Design ddr2_cmd_arbiter, sky130hd; sources not shown.
The clock network:
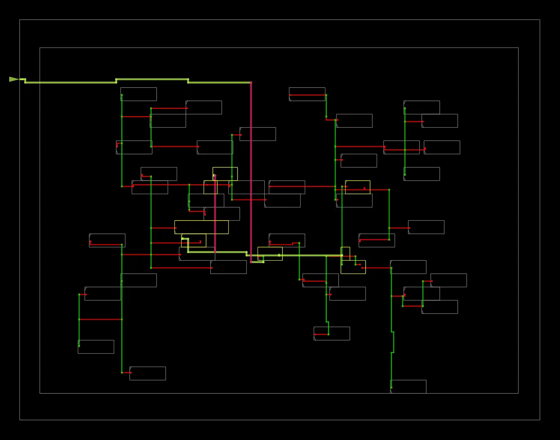
Clk power: 0.311 mW
Flops: 40
clk_buf instances: 6
Late-Pin Clk Latency: 290 ps

Cell area per tile:
Drawn at 4 px/um. The die is cut into 11 by 8 equal tiles; white is low, dark blue is high, 0 to 100% covered.
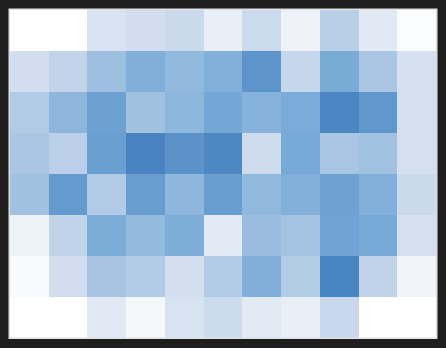
emptiest ninth of the die = lower left
nearly empty tiles = 6.8%
fullest tile = 66%
densest ninth of the die = center
mean over tiles = 32%
Placeable Area: 0.006929 sq mm
fin util: 42.25%
Core Util at FP: 27.32%

Sequential cells grouped by signal name:
Drawn at 4 px/um. Other sequential cells in the stronger gray, the rest of the logic in the fainter gray.
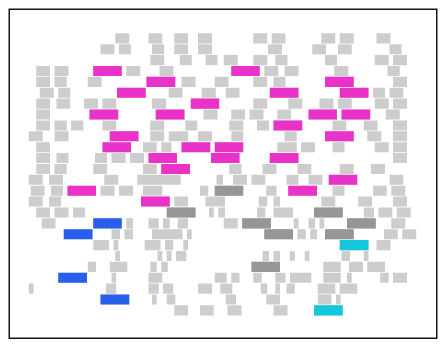
`state_r` -> cyan  # sequential cells 2
`cmd_addr` -> magenta  # sequential cells 26
`streak_r` -> blue  # sequential cells 4, where lower left
register area: 800.8 sq um
sequential power: 0.465 mW
sequential fraction of total cell area: 27.35%

Signal wires by layer:
Drawn at 4 px/um.
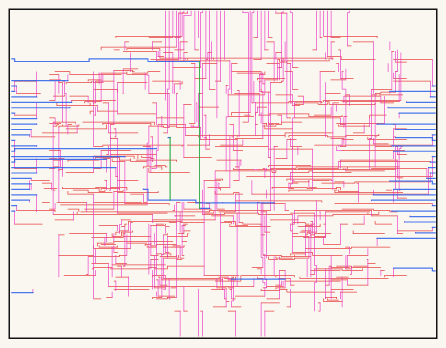
M1 -> red  # wire length 2,880 um
M4 -> green  # wire length 52.4 um
M2 -> magenta  # wire length 2,260 um
M3 -> blue  # wire length 550 um
gr usage total: 12.98%
routed length per instance: 15.93 um
final wirelength: 5733 um
Vias: 1,701

==> notes.md <==
fresh numbers from the pnr run: Hold WC Path Type reg2reg, CP Max Fanout 26, fin cells approximately 360, mean post-synth cell area approximately 11 sq um, Complex Gates by Area between 30% and 40%, post-CTS setup buffers 0, Post-Route Skew 5.156 ps, status complete, no violations, Static Leak approximately 1.1 nW, vias in the first global route roughly 1,700, Flops after synth about 40, Reg2Reg Setup Slack ~2100 ps, Top Layout Cells clkdlybuf4s50_1 (92), dfxtp_1 (40), a22o_1 (28), CTS sink cnt 40, mux share less than 1%, CP endpoint kind register, Sw Ratio between 30% and 40%, max-slew violation count 0, Area Growth Syn to Fin 54.66%, Via density 4.725, clk slew on worst S/H paths about 80 ps, CTS Buf Count 5, Mapped Nets between 200 and 250, Max Cap Violations 0, critical path data arrival time 2770 ps, FILL cells ~790, Post-CTS Hold Buffers 0, f_max slightly below 0.4 GHz, adder-cell share of the synthesized area 3.966%, most numerous logic cell after layout clkdlybuf4s50_1, max reg flops 26, Yosys warning total 0, CTS tree yes, Top Family by Delay on Critical Path simple AND/OR/NAND/NOR gates, maximum clock path buffer count 2, die width about 110 um, Sw Pwr about 0.39 mW, Synth cell types 39, H-tree levels 2, critical path type in2reg, DRC Markers 0, Die Size roughly 0.0087 sq mm, die height between 80 and 90 um, minimum clock period 2535 ps, yosys synthesis chip area 0.001893 sq mm, Dominant comb cell AND-OR/OR-AND gates, tool warnings 30, post-CTS resize count 0, power density cells around 410 mW/mm^2, largest net degree at the start of global routing 28, Antenna Violating Nets Remaining 0, first-pass GRT wire length approximately 8800 um, Clock power frac about a quarter, PortBufs between 90 and 100, synthesized area 0.001893 sq mm, final hold viol count 0, Levels on crit path 3, placed insts 352, FF-to-FF path depth 5, Worst Path Required roughly 4500 ps, simple share roughly 8.8%, RSZ-0062 raised after global routing false, nets@finish 327, DRT Pass-1 Iters 4, sequential share of power between 30% and 40%, post-DP HPWL around 4200 um, Placer Congestion 0.6954, Post-Syn Instances ~180, Pint about 0.82 mW, Total Power 1.210 mW, Slowest Stage Delay on Critical Path 850 ps, Post-Synth XOR/XNOR Area 0%, combinational fraction of design power between 30% and 40%, diodes inserted 0, CP bufs+invs 1, Crit-path slowest cell and2_1, worst hold stages 2, maximum VDD drop between 0.15 and 0.2 mV, fraction of layout cells with a size suffix above 1 around 15%, setup TNS 0 ps, Critical Path, Cell by Cell clkdlybuf4s50_1, and2_1, a22o_1, Slew HR a little over a third, CP Launch Type input pin, # IOs 94, initial antenna violation count 0, row cnt 26, sequential fraction of the synthesis area between 40 and 50%, DRT iter0 DRCs between 40 and 50, # setup viols final 0, Slew @ Worst Pin roughly 960 ps, Tcrit/Tclk final around 59%, Root Driver clkbuf_8, grt ovf 0, ys cells 175
[area by class of cell]
type	count	area (sq um)	share of cell area (%)
sequential	40	800.8	27.35
tap	98	122.6	4.188
clock inverter	2	35.03	1.197
multi-input combinational	116	942.2	32.18
inverter	4	15.01	0.5128
clock buffer	6	76.32	2.607
timing repair buffer	94	935.9	31.97
[per-stage QoR]
step / area (sq um) / utilization (%) / hold WS (ps) / setup WS (ps)
6_report: 2928 / 42.25 / 476.3 / 1765
5_1_grt: 2928 / 42.25 / 499.5 / 1587
4_1_cts: 2928 / 42.25 / 486.6 / 1693
3_5_place_dp: 2816 / 40.65 / 462.1 / 1398
3_3_place_gp: 2816 / 40.65 / 460.1 / 1393
2_1_floorplan: 1893 / - / 447.2 / 2225
[power by group through the flow]
| stage | sequential (mW) | clock [mW] | combinational (mW) |
|---|---|---|---|
| floorplan | 0.514 | 0 | 0.222 |
| global placement | 0.474 | 0 | 0.437 |
| detailed placement | 0.474 | 0 | 0.437 |
| CTS | 0.466 | 0.324 | 0.441 |
| global route | 0.475 | 0.337 | 0.473 |
| finish | 0.465 | 0.311 | 0.434 |
[cell families (layout without fill, tap and decap cells)]
family / Yosys count / count (layout)
AND-OR/OR-AND: 77 / 77
adder cells (fa/ha/maj): 6 / 6
buffers and inverters: 19 / 106
flip-flops: 40 / 40
multiplexers: 1 / 1
other: 1 / 1
AND/OR/NAND/NOR: 31 / 31
[cell usage after synthesis]
library cell | instances | area share (%)
nor4b_1 | 1 | 0.46
nand4_1 | 1 | 0.33
o21ai_0 | 7 | 1.9
clkbuf_8 | 2 | 1.5
nand2_1 | 8 | 1.6
a31oi_1 | 2 | 0.66
ha_1 | 6 | 4.0
and2_1 | 4 | 1.3
o31a_1 | 1 | 0.46
o211a_1 | 3 | 1.6
a21boi_0 | 2 | 0.79
o31ai_1 | 2 | 0.79
conb_1 | 1 | 0.20
o221a_2 | 1 | 0.59
nor2_1 | 5 | 0.99
nand2b_1 | 1 | 0.33
or3_4 | 1 | 0.59
buf_6 | 6 | 3.6
a31oi_4 | 1 | 1.1
nor3_1 | 1 | 0.26
clkbuf_1 | 2 | 0.40
or3_1 | 1 | 0.33
a211oi_1 | 1 | 0.40
a22o_2 | 24 | 13
mux2i_1 | 1 | 0.53
nor2b_1 | 4 | 1.3
nor3b_1 | 1 | 0.40
buf_4 | 3 | 1.2
inv_1 | 4 | 0.79
a22o_1 | 28 | 13
buf_2 | 2 | 0.53
o211ai_1 | 1 | 0.40
a2111oi_2 | 1 | 0.79
o311a_1 | 1 | 0.53
and3_1 | 1 | 0.33
a21o_1 | 1 | 0.40
a21oi_1 | 1 | 0.26
dfxtp_1 | 40 | 42
nand3_1 | 2 | 0.53
[worst reg2reg max path, delay by kind of cell (launching register included)]
family / cells / cell delay, ps
simple gates: 2 / 1210
flops: 1 / 340
compound gates: 1 / 270
fa+ha+maj: 1 / 260
buf+inv: 1 / 110
[metal layers]
metal	vias up	GRT usage [%]	routed length, um
met4	0	4.215	52
met3	4	5.577	549
li1	843	-	-
met2	62	18.02	2256
met5	-	0	0
met1	792	17.92	2875
Power and IR drop assume default switching activity.
